## src/rtl/mips_dump_sequencer.sv

```systemverilog
// Dumps PC, register file and a data-memory window over uart_32b.
// DUMP_CHECKSUM_EN appends a mod-2^32 sum of all dumped words.
module mips_dump_sequencer #(
  parameter int NB_DATA        = 32,
  parameter int NB_REG_ADDRESS = 5,
  parameter int NB_MEM_ADDRESS = 7,
  parameter int N_REGS         = 32,
  parameter int N_MEM_WORDS    = 128,
  parameter int NB_TIMEOUT     = 20
) (
  input  logic                      i_clk,
  input  logic                      i_reset,
  input  logic                      i_start,
  input  logic                      i_abort,
  output logic                      o_busy,
  output logic                      o_done,
  output logic                      o_error,
  output logic [NB_REG_ADDRESS-1:0] o_debug_ptr_reg,
  output logic [NB_MEM_ADDRESS-1:0] o_debug_ptr_mem,
  input  logic [NB_DATA-1:0]        i_debug_read_reg,
  input  logic [NB_DATA-1:0]        i_debug_read_mem,
  input  logic [NB_DATA-1:0]        i_read_pc,
  output logic [NB_DATA-1:0]        o_tx_data,
  output logic                      o_tx_start,
  input  logic                      i_tx_done
);

  localparam int NB_IDX =
    (NB_REG_ADDRESS > NB_MEM_ADDRESS) ?
    NB_REG_ADDRESS : NB_MEM_ADDRESS;

  localparam logic [NB_IDX-1:0] REG_LAST =
    NB_IDX'(N_REGS - 1);
  localparam logic [NB_IDX-1:0] MEM_LAST =
    NB_IDX'(N_MEM_WORDS - 1);
  localparam logic [NB_TIMEOUT-1:0] WDOG_MAX = '1;

  typedef enum logic [2:0] {
    S_IDLE,
    S_SEL,
    S_CAP,
    S_SEND,
    S_WAIT,
    S_NEXT,
    S_DONE
  } state_e;

  typedef enum logic [1:0] {
    SEC_PC,
    SEC_REG,
    SEC_MEM,
    SEC_CSUM
  } sec_e;

  state_e state_q, state_d;
  sec_e   sec_q, sec_d, sec_nxt;

  logic [NB_IDX-1:0]         idx_q, idx_d;
  logic [NB_TIMEOUT-1:0]     wdog_q, wdog_d, wdog_inc;
  logic                      busy_q, busy_d;
  logic                      done_q, done_d;
  logic                      error_q, error_d;
  logic                      tx_start_q, tx_start_d;
  logic [NB_DATA-1:0]        tx_data_q, tx_data_d;
  logic [NB_REG_ADDRESS-1:0] ptr_reg_q, ptr_reg_d;
  logic [NB_MEM_ADDRESS-1:0] ptr_mem_q, ptr_mem_d;
  logic [NB_DATA-1:0]        src;
  logic                      sec_end, sec_last;
  logic                      wdog_sat, accept;
`ifdef DUMP_CHECKSUM_EN
  logic [NB_DATA-1:0]        csum_q, csum_d;
`endif

  assign accept   = (state_q == S_IDLE) && i_start;
  assign wdog_inc = wdog_q + 1'b1;
  assign wdog_sat = (wdog_inc == WDOG_MAX);

  always_comb begin
    sec_end = 1'b1;
    sec_nxt = SEC_PC;
    unique case (sec_q)
      SEC_PC:  sec_nxt = SEC_REG;
      SEC_REG: begin
        sec_end = (idx_q == REG_LAST);
        sec_nxt = SEC_MEM;
      end
      SEC_MEM: begin
        sec_end = (idx_q == MEM_LAST);
`ifdef DUMP_CHECKSUM_EN
        sec_nxt = SEC_CSUM;
`endif
      end
      default: sec_nxt = SEC_PC;
    endcase
  end

`ifdef DUMP_CHECKSUM_EN
  assign sec_last = (sec_q == SEC_CSUM);
`else
  assign sec_last = (sec_q == SEC_MEM);
`endif

  always_comb begin
    src = i_read_pc;
    unique case (sec_q)
      SEC_REG: src = i_debug_read_reg;
      SEC_MEM: src = i_debug_read_mem;
`ifdef DUMP_CHECKSUM_EN
      SEC_CSUM: src = csum_q;
`endif
      default: src = i_read_pc;
    endcase
  end

  always_ff @(posedge i_clk or negedge i_reset) begin
    if (!i_reset) begin
      state_q    <= S_IDLE;
      sec_q      <= SEC_PC;
      idx_q      <= '0;
      wdog_q     <= '0;
      busy_q     <= 1'b0;
      done_q     <= 1'b0;
      error_q    <= 1'b0;
      tx_start_q <= 1'b0;
      tx_data_q  <= '0;
      ptr_reg_q  <= '0;
      ptr_mem_q  <= '0;
`ifdef DUMP_CHECKSUM_EN
      csum_q     <= '0;
`endif
    end else begin
      state_q    <= state_d;
      sec_q      <= sec_d;
      idx_q      <= idx_d;
      wdog_q     <= wdog_d;
      busy_q     <= busy_d;
      done_q     <= done_d;
      error_q    <= error_d;
      tx_start_q <= tx_start_d;
      tx_data_q  <= tx_data_d;
      ptr_reg_q  <= ptr_reg_d;
      ptr_mem_q  <= ptr_mem_d;
`ifdef DUMP_CHECKSUM_EN
      csum_q     <= csum_d;
`endif
    end
  end

  always_comb begin
    state_d = state_q;
    if (i_abort) begin
      state_d = S_IDLE;
    end else begin
      unique case (state_q)
        S_IDLE: if (i_start) state_d = S_SEL;
        S_SEL:  state_d = S_CAP;
        S_CAP:  state_d = S_SEND;
        S_SEND: state_d = S_WAIT;
        S_WAIT: begin
          if (i_tx_done)     state_d = S_NEXT;
          else if (wdog_sat) state_d = S_IDLE;
        end
        S_NEXT: begin
          if (sec_end && sec_last) state_d = S_DONE;
          else                     state_d = S_SEL;
        end
        S_DONE:  state_d = S_IDLE;
        default: state_d = S_IDLE;
      endcase
    end
  end

  always_comb begin
    sec_d      = sec_q;
    idx_d      = idx_q;
    wdog_d     = wdog_q;
    error_d    = error_q;
    tx_data_d  = tx_data_q;
    ptr_reg_d  = ptr_reg_q;
    ptr_mem_d  = ptr_mem_q;
`ifdef DUMP_CHECKSUM_EN
    csum_d     = csum_q;
`endif
    busy_d     = (state_d != S_IDLE);
    done_d     = (state_q == S_DONE) && !i_abort;
    tx_start_d = (state_q == S_SEND) && !i_abort;

    if (accept && !i_abort) begin
      sec_d   = SEC_PC;
      idx_d   = '0;
      error_d = 1'b0;
`ifdef DUMP_CHECKSUM_EN
      csum_d  = '0;
`endif
    end

    if (state_q == S_SEL) begin
      if (sec_q == SEC_REG)
        ptr_reg_d = idx_q[NB_REG_ADDRESS-1:0];
      if (sec_q == SEC_MEM)
        ptr_mem_d = idx_q[NB_MEM_ADDRESS-1:0];
    end

    if (state_q == S_CAP) begin
      tx_data_d = src;
`ifdef DUMP_CHECKSUM_EN
      if (sec_q != SEC_CSUM)
        csum_d = csum_q + src;
`endif
    end

    // Watchdog restarts on every entry into WAIT.
    if (state_q == S_WAIT) begin
      wdog_d = wdog_inc;
      if (!i_abort && !i_tx_done && wdog_sat)
        error_d = 1'b1;
    end else if (state_d == S_WAIT) begin
      wdog_d = '0;
    end

    if (state_q == S_NEXT && !i_abort) begin
      if (sec_end) begin
        sec_d = sec_nxt;
        idx_d = '0;
      end else begin
        idx_d = idx_q + 1'b1;
      end
    end
  end

  assign o_busy          = busy_q;
  assign o_done          = done_q;
  assign o_error         = error_q;
  assign o_tx_start      = tx_start_q;
  assign o_tx_data       = tx_data_q;
  assign o_debug_ptr_reg = ptr_reg_q;
  assign o_debug_ptr_mem = ptr_mem_q;

endmodule

```

## config.mk

```make
export PLATFORM = sky130hd
export DESIGN_NAME = mips_dump_sequencer
export DESIGN_NICKNAME = d
export VERILOG_FILES = /design/src/rtl/mips_dump_sequencer.sv
export SDC_FILE = /design/constraint.sdc
export NUM_CORES = 1
export LEC_CHECK = 0
export CAP_MARGIN = 40
export CORE_MARGIN = 1.5
export CORE_UTILIZATION = 30
export CTS_CLUSTER_SIZE = 16
export DETAILED_ROUTE_END_ITERATION = 8
export GPL_TIMING_DRIVEN = 0
export PLACE_DENSITY = 0.71
export SYNTH_ARGS = -nofsm -noshare
export SYNTH_HDL_FRONTEND = slang
export SYNTH_SLANG_ARGS = --single-unit
```

## constraint.sdc

```tcl
create_clock -name i_clk -period 1.9 [get_ports i_clk]
set_clock_uncertainty 0.1 [all_clocks]
set_input_delay 0.57 -clock i_clk [delete_from_list [all_inputs] [get_ports i_clk]]
set_output_delay 0.57 -clock i_clk [all_outputs]
set_load 0.01 [all_outputs]
```

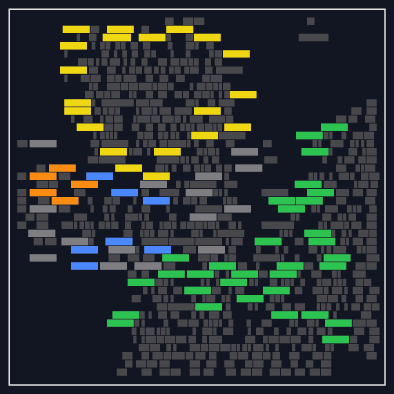
(images/ff_map.png)
(3 px per um) Other sequential cells in the stronger gray, the rest of the logic in the fainter gray.
| color | signal | sequential cells |
|---|---|---|
| blue | idx_q | 7 |
| orange | o_debug_ptr_reg | 5 |
| green | o_tx_data | 32 |
| yellow | wdog_q | 20 |
flop share of the area: 0.2906
seq pwr: 0.00260 W
register area: 2003 um2

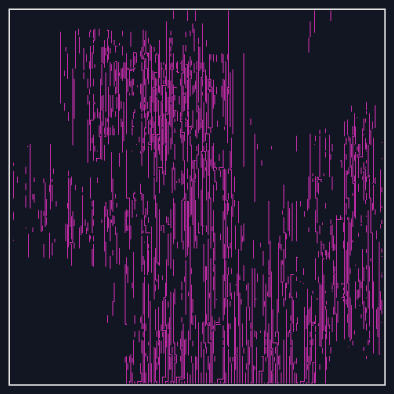
(images/m2.png)
(3 px per um)
main direction: vertical
share of all routed wire: 48%
longest straight run: 49.8 um
met2 Use GR: 0.2877
Post-Route WL: 13810 um
vias after detailed routing: 4492

==> flow_summary.ini <==
; synthesis and place-and-route metrics
[floorplanning]
core_um2 = 14530
initCoreUtil = 0.3061
die_h_um = 124.8
die_w_um = 124.8

[placement]
portBuffers = 148

[cells_and_area]
diodes = 0
comb_share = 0.3505
area_dominant_class = combinational gates
layout-drive-gt1-share = 0.1679
signal_buffers = 212
bufAreaShareNonClock = 0.2765

[worst_setup_path]
r2r_cells = 9
r2r_end = state_q[2]$_DFF_PN0_
r2r_start = wdog_q[1]$_DFFE_PN0P_

[outcome]
violations = setup timing
outcome = finished, violations left

[power]
power_frac_seq = 0.378
comb_power_share = 0.357
p_clk_frac = 0.265
p_leak_nw = 2.955

[grt]
grt_max_degree = 61
grt_pass1_wl_um = 21880
track_usage = 0.1741
grt.overflow.total = 0

[timing]
fin_ws_ns = -0.1490
finalCriticalPeriod_ns = 2.049
worst_slew_pin_slew_ns = 0.4520
rsz0062_at_grt = yes
finalSetupViolations = 3
fin_tns_setup_ns = -0.4147

[drt]
drc = 0
ant_nets = 0

[synthesis]
synth_flops = 80
yosys_cells = 510
synth_warnings = 0
yosys.stat.seqShare = 0.4499
synth_chip_area_um2 = 4449

[clock_tree]
clockBufferDepth = 2
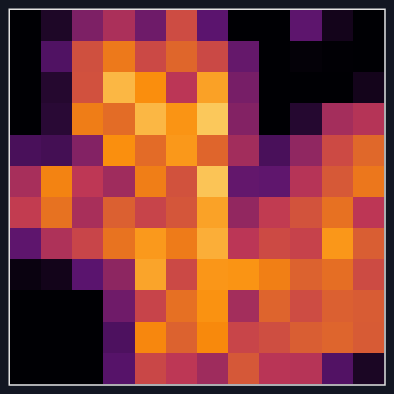
(images/util_map.png)
(3 px per um) 12 x 12 tiles, from black (low) to pale yellow (high), 0 to 100% covered.
tiles over 75% full: 12%
nearly empty tiles: 17%
mean over tiles: 43%
fullest tile: 88%

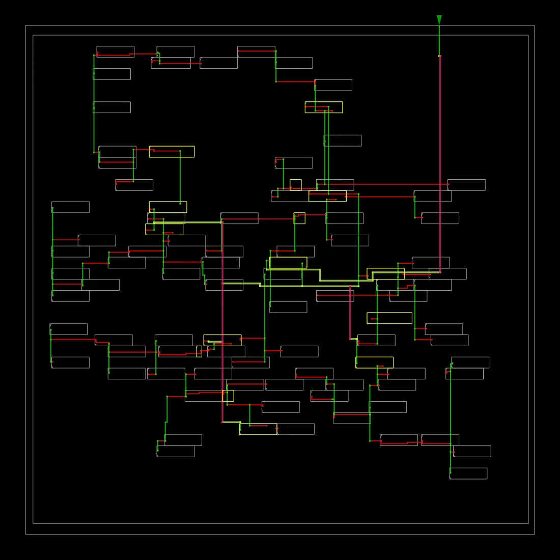
(images/clock_nets.png)
CTS Buf Count: 9
Power Clock: 0.00182 W
flop count: 80

-- layer usage --
| layer | wire, um | up-vias |
|---|---|---|
| met1 | 6060 | 2143 |
| met5 | 0 | - |
| met3 | 862 | 16 |
| met4 | 217 | 0 |
| met2 | 6671 | 137 |
| li1 | - | 2196 |
-- synthesized netlist by cell type (2+ instances only) --
cell type / count / area [um2]
o21ai_0: 91 / 455.4
xnor2_1: 5 / 43.79
clkbuf_1: 25 / 93.84
xor2_1: 10 / 87.58
o22ai_1: 4 / 25.02
nor4_2: 2 / 25.02
a21oi_1: 10 / 50.05
buf_2: 6 / 30.03
nor3b_1: 3 / 22.52
mux2_2: 12 / 135.1
a21boi_0: 2 / 15.01
inv_1: 7 / 26.28
and4_1: 2 / 17.52
a22oi_1: 32 / 240.2
nor3_1: 7 / 35.03
a31oi_1: 4 / 25.02
nand4b_1: 7 / 61.31
buf_4: 7 / 52.55
buf_1: 2 / 7.510
and3_1: 8 / 50.05
ha_1: 6 / 75.07
dfrtp_1: 80 / 2002
nand4_1: 8 / 50.05
nand3b_1: 5 / 37.54
and4bb_2: 2 / 25.02
o31ai_1: 8 / 60.06
nor2_1: 28 / 105.1
nand3_1: 11 / 55.05
nand2_1: 92 / 345.3
and2_1: 4 / 25.02
nand2b_1: 4 / 25.02
-- cells by family after synthesis --
family / Yosys count / synth area share
multiplexers: 12 / 0.03037
AND/OR/NAND/NOR: 190 / 0.2129
adder cells (fa/ha/maj): 6 / 0.01687
XOR/XNOR: 15 / 0.02953
flip-flops: 80 / 0.4499
AND-OR/OR-AND: 160 / 0.2132
buffers and inverters: 47 / 0.04725
-- what timing repair did --
| action | in CTS | in global routing |
|---|---|---|
| setup buffers | 15 | 10 |
| resized | 75 | 56 |
| gates cloned | 0 | 0 |
| pin swaps | 10 | 8 |
| hold endpoints to repair | 0 | 0 |
| endpoints found under the setup margin | 115 | 78 |
-- power by group through the flow --
stage / registers [W] / clock network (W) / logic [W]
2_1_floorplan: 0.00275 / 0 / 0.00103
3_3_place_gp: 0.00261 / 0 / 0.00240
3_5_place_dp: 0.00263 / 0 / 0.00243
4_1_cts: 0.00260 / 0.00187 / 0.00241
5_1_grt: 0.00269 / 0.00196 / 0.00268
6_report: 0.00260 / 0.00182 / 0.00246
-- stage by stage --
step / cells / instance area (um2)
final: 881 / 6893
after global routing: 881 / 6893
after CTS: 872 / 6678
after detailed placement: 843 / 6201
after global placement: 842 / 6176
after floorplan: 510 / 4464
-- worst min-delay path by stage --
stage,start,end,slack [ns],cells after the start
finish,i_reset,wdog_q[5]$_DFFE_PN0P_,0.02,1
global route,i_reset,wdog_q[5]$_DFFE_PN0P_,0.04,1
CTS,i_reset,wdog_q[5]$_DFFE_PN0P_,0.02,1
detailed placement,o_tx_data[11]$_DFFE_PN0P_,o_tx_data[11]$_DFFE_PN0P_,0.37,2
global placement,o_tx_data[17]$_DFFE_PN0P_,o_tx_data[17]$_DFFE_PN0P_,0.36,2
floorplan,i_reset,idx_q[0]$_DFFE_PN0P_,0.17,0
Power is estimated from default activity; no workload was simulated.
